Signal wires by layer:
Scale: 2 px per um.
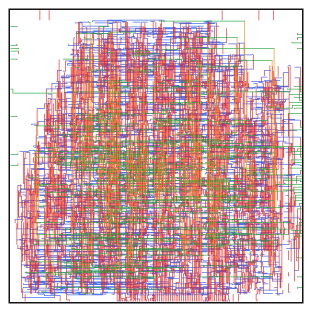
Metal 3:
Scale: 2 px per um.
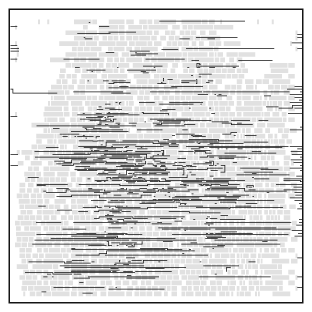
==> src/rtl/rx_fsm.sv <==
// rx_fsm: endpoint receive engine, flits -> per-ID RX slots
// plus trailing-CRC check and completion report
package rx_pkg;
  localparam int PKT_LENGTH_WIDTH = 8;

  typedef struct packed {
    logic [1:0] vc;
    logic [3:0] id;
    logic       req;
  } metadata_t;

  typedef struct packed {
    metadata_t   metadata;
    logic [31:0] payload;
  } flit_t;

  typedef enum logic [3:0] {
    FMT_LONG_READ  = 4'h0,
    FMT_LONG_WRITE = 4'h1,
    FMT_MEM_RESP   = 4'h2,
    FMT_SWITCH_CFG = 4'h3
  } fmt_t;

  typedef struct packed {
    fmt_t        format;
    logic [20:0] rsvd;
    logic [6:0]  length;
  } long_hdr_t;

  localparam logic [31:0] CRC_POLY = 32'h04C11DB7;

  function automatic logic [PKT_LENGTH_WIDTH-1:0]
    expected_num_flits(long_hdr_t h);
    if (h.format == FMT_SWITCH_CFG)
      return {1'b0, h.length} + 8'd1;
    return {1'b0, h.length} + 8'd2;
  endfunction

  function automatic logic [31:0] crc_step(
    logic [31:0] c, logic [31:0] d);
    logic [31:0] r;
    logic        fb;
    r = c;
    for (int i = 31; i >= 0; i--) begin
      fb = r[31] ^ d[i];
      r  = {r[30:0], 1'b0} ^ (fb ? CRC_POLY : 32'h0);
    end
    return r;
  endfunction
endpackage

module rx_fsm
  import rx_pkg::*;
#(
  parameter int          NUM_MSGS     = 4,
  parameter logic [31:0] RX_BASE_ADDR = 32'h2000,
  parameter int          SLOT_WORDS   = 32,
  localparam int         IDW          = $clog2(NUM_MSGS),
  localparam int         LW           = PKT_LENGTH_WIDTH
) (
  input  logic           clk,
  input  logic           n_rst,
  input  logic           flit_valid,
  input  flit_t          flit_in,
  output logic           flit_ready,
  output logic [31:0]    mem_addr,
  output logic           mem_wen,
  output logic [31:0]    mem_wdata,
  output logic [3:0]     mem_strobe,
  input  logic           mem_request_stall,
  output logic           done_valid,
  output logic [IDW-1:0] done_id,
  output logic [LW-1:0]  done_len,
  output logic           done_crc_err,
  output logic           done_ovf,
  output logic [7:0]     crc_err_count
);
  localparam logic [31:0] SLOT_BYTES = 32'(SLOT_WORDS * 4);

  typedef enum logic [1:0] {IDLE, DATA, CRC, DONE} state_t;

  state_t         state_q, state_d;
  logic [IDW-1:0] id_q, id_d;
  logic           cfg_q, cfg_d;
  logic [LW-1:0]  words_q, words_d;
  logic [LW-1:0]  idx_q, idx_d;
  logic [31:0]    crc_q, crc_d;
  logic           ovf_q, ovf_d;
  logic           done_valid_q, done_valid_d;
  logic [IDW-1:0] done_id_q, done_id_d;
  logic [LW-1:0]  done_len_q, done_len_d;
  logic           done_crc_err_q, done_crc_err_d;
  logic           done_ovf_q, done_ovf_d;
  logic [7:0]     cnt_q, cnt_d;

  long_hdr_t      hdr;
  logic [LW-1:0]  hdr_words;
  logic [IDW-1:0] wid;
  logic [LW-1:0]  widx;
  logic           in_slot;
  logic           crc_done;
  logic           unused_bits;

  // CRC advances a whole word per cycle, so it is never busy
  assign crc_done    = 1'b1;
  assign unused_bits = ^{flit_in.metadata, hdr};

  assign hdr     = long_hdr_t'(flit_in.payload);
  assign wid     = (state_q == IDLE) ?
                   flit_in.metadata.id[IDW-1:0] : id_q;
  assign widx    = (state_q == IDLE) ? '0 : idx_q;
  assign in_slot = {{(32-LW){1'b0}}, widx} < SLOT_WORDS;

  always_comb begin
    hdr_words = expected_num_flits(hdr);
    if (hdr.format != FMT_SWITCH_CFG)
      hdr_words = hdr_words - LW'(1);

    state_d        = state_q;
    id_d           = id_q;
    cfg_d          = cfg_q;
    words_d        = words_q;
    idx_d          = idx_q;
    crc_d          = crc_q;
    ovf_d          = ovf_q;
    done_valid_d   = 1'b0;
    done_id_d      = '0;
    done_len_d     = '0;
    done_crc_err_d = 1'b0;
    done_ovf_d     = 1'b0;
    cnt_d          = cnt_q;
    flit_ready     = 1'b0;

    unique case (state_q)
      IDLE: begin
        crc_d      = '0;
        flit_ready = flit_valid && !mem_request_stall;
        if (flit_ready) begin
          id_d    = wid;
          cfg_d   = (hdr.format == FMT_SWITCH_CFG);
          words_d = hdr_words;
          idx_d   = LW'(1);
          ovf_d   = 1'b0;
          crc_d   = crc_step('0, flit_in.payload);
          if (hdr_words != LW'(1)) begin
            state_d = DATA;
          end else if (hdr.format == FMT_SWITCH_CFG) begin
            state_d      = DONE;
            done_valid_d = 1'b1;
            done_id_d    = wid;
            done_len_d   = hdr_words;
          end else begin
            state_d = CRC;
          end
        end
      end
      DATA: begin
        flit_ready = flit_valid && !mem_request_stall && crc_done;
        if (flit_ready) begin
          idx_d = idx_q + LW'(1);
          crc_d = crc_step(crc_q, flit_in.payload);
          ovf_d = ovf_q | ~in_slot;
          if (idx_q == words_q - LW'(1)) begin
            if (cfg_q) begin
              state_d      = DONE;
              done_valid_d = 1'b1;
              done_id_d    = id_q;
              done_len_d   = words_q;
              done_ovf_d   = ovf_q | ~in_slot;
            end else begin
              state_d = CRC;
            end
          end
        end
      end
      CRC: begin
        flit_ready = flit_valid && crc_done;
        if (flit_ready) begin
          state_d        = DONE;
          done_valid_d   = 1'b1;
          done_id_d      = id_q;
          done_len_d     = words_q;
          done_crc_err_d = (flit_in.payload != crc_q);
          done_ovf_d     = ovf_q;
        end
      end
      DONE: begin
        state_d = IDLE;
        if (done_crc_err_q && cnt_q != 8'hFF)
          cnt_d = cnt_q + 8'd1;
      end
      default: state_d = IDLE;
    endcase

    mem_wen = flit_ready && in_slot &&
              (state_q == IDLE || state_q == DATA);
    mem_addr   = '0;
    mem_wdata  = '0;
    mem_strobe = '0;
    if (mem_wen) begin
      mem_addr   = RX_BASE_ADDR
                 + ({{(32-IDW){1'b0}}, wid} * SLOT_BYTES)
                 + ({{(32-LW){1'b0}}, widx} << 2);
      mem_wdata  = flit_in.payload;
      mem_strobe = 4'hF;
    end
  end

  always_ff @(posedge clk or negedge n_rst) begin
    if (!n_rst) begin
      state_q        <= IDLE;
      id_q           <= '0;
      cfg_q          <= 1'b0;
      words_q        <= '0;
      idx_q          <= '0;
      crc_q          <= '0;
      ovf_q          <= 1'b0;
      done_valid_q   <= 1'b0;
      done_id_q      <= '0;
      done_len_q     <= '0;
      done_crc_err_q <= 1'b0;
      done_ovf_q     <= 1'b0;
      cnt_q          <= '0;
    end else begin
      state_q        <= state_d;
      id_q           <= id_d;
      cfg_q          <= cfg_d;
      words_q        <= words_d;
      idx_q          <= idx_d;
      crc_q          <= crc_d;
      ovf_q          <= ovf_d;
      done_valid_q   <= done_valid_d;
      done_id_q      <= done_id_d;
      done_len_q     <= done_len_d;
      done_crc_err_q <= done_crc_err_d;
      done_ovf_q     <= done_ovf_d;
      cnt_q          <= cnt_d;
    end
  end

  assign done_valid    = done_valid_q;
  assign done_id       = done_id_q;
  assign done_len      = done_len_q;
  assign done_crc_err  = done_crc_err_q;
  assign done_ovf      = done_ovf_q;
  assign crc_err_count = cnt_q;
endmodule

==> config.mk <==
export PLATFORM = sky130hd
export DESIGN_NAME = rx_fsm
export DESIGN_NICKNAME = d
export VERILOG_FILES = /design/src/rtl/rx_fsm.sv
export SDC_FILE = /design/constraint.sdc
export NUM_CORES = 1
export LEC_CHECK = 0
export CORE_MARGIN = 2
export CORE_UTILIZATION = 50
export CTS_BUF_LIST = sky130_fd_sc_hd__clkbuf_16
export CTS_CLUSTER_DIAMETER = 50
export DETAILED_ROUTE_END_ITERATION = 16
export HOLD_SLACK_MARGIN = 0.12
export PLACE_DENSITY = 0.78
export SLEW_MARGIN = 0
export SYNTH_ARGS = -nofsm -noshare
export SYNTH_HDL_FRONTEND = slang
export SYNTH_SLANG_ARGS = --single-unit
==> constraint.sdc <==
create_clock -name clk -period 3.9 [get_ports clk]
set_clock_uncertainty 0.15 [all_clocks]
set_input_delay 0.78 -clock clk [delete_from_list [all_inputs] [get_ports clk]]
set_output_delay 0.78 -clock clk [all_outputs]
set_load 0.02 [all_outputs]
==> out/qor.tcl <==
set qor(finalSetupViolations) 32
set qor(tightest_slew_ns) 0.9690
set qor(endpoint) {crc_q[28]}
set qor(synth_stat.cells) 1024
set qor(status) {complete, but fails checks}
set qor(critical_path.startpoint_type) {input pin}
set qor(detail_route.first_pass.iterations) 6
set qor(met3WireLength_um) 5207
set qor(edff_count_synth) 0
set qor(largest_cells_by_area_after_synthesis) {xnor2_1 28%, dfrtp_1 19%, xnor3_1 9.8%, xor2_1 9.7%, xnor2_2 3.2%}
set qor(portBuffers) 105
set qor(finalSetupTns_ns) -9.288
set qor(area_growth_pct) 55.21
set qor(die_h_um) 146.0
set qor(setup_ws_ns) -0.5593
set qor(final_layout_top_logic_cells) {337 x buf_4, 244 x xnor2_1, 91 x xor2_1}
set qor(half_perimeter_wire_length_after_placement_um) 27000
set qor(failed_checks) {negative setup slack}
set qor(cts_num_sinks) 75
set qor(vias_per_cell) 5.928
set qor(synth.top_cell.area_share) 0.2798
set qor(synth_cell_type_count) 52
set qor(startpoint) {flit_in[2]}
set qor(postCtsHoldBufs) 0
set qor(dominant_logic_cell_type_in_the_layout) {buf_4}
set qor(via_count_of_the_first_global_routing_pass) 9875
set qor(max_clock_freq_ghz) 0.2243
set qor(wirelength_met1_um) 15360
set qor(groute.layer.met2.usage) 0.5922
set qor(filler_cell_count_in_the_final_layout) 1067
set qor(post_synth_inst_count) 1024
set qor(drt_first_iter_violations) 1257
set qor(largest_register) {crc_q}
set qor(critical_path_required_ns) 4.01
set qor(die-width_um) 146.0
set qor(num_io_pins) 134
set qor(ys_area_sq_um) 10080
set qor(cts_buffers) 9
set qor(routed_wire_length_per_instance_um) 25.87
set qor(worst_hold_path.endpoint) {crc_err_count[7]}
set qor(r2r_start) {crc_q[28]}
set qor(cts_tree) {done}
set qor(yosys.stat.seqShare) 0.1862
set qor(ys_sh_adder) 0.02309
About 'signal wires by layer':
| layer | color | wire length |
|---|---|---|
| met3 | green | 5210 um |
| met1 | blue | 15400 um |
| met2 | red | 20.3 mm |
| met4 | orange | 3870 um |

About 'metal 3':
nets with wire on the layer: 358
longest straight run: 60.5 um
wire length on this layer: 5210 um
share of all routed wire: 12%
main direction: horizontal
Total Routed Length: 44710 um
number of vias in the routed layout: 10244
met3 Use GR: 0.05799

==> critical path, stage by stage <==
cell             delay (ns)
clkdlybuf4s50_1        0.55
xnor2_1                0.78
xnor2_1                0.20
xnor2_1                0.18
xnor2_1                0.15
buf_4                  0.16
xnor2_1                0.34
xnor2_4                0.19
xnor2_2                0.17
xnor2_1                0.64
a221oi_1               0.22
nor2_1                 0.20
==> layout make-up <==
cell class	instances	area, sq um	area share
Multi-Input combinational cell	885	9166	0.5858
Timing Repair Buffer	474	3921	0.2506
Sequential cell	75	1877	0.1200
Tap cell	265	331.6	0.02119
Clock buffer	9	225.2	0.01439
Clock inverter	7	73.82	0.004718
Inverter	13	51.30	0.003279
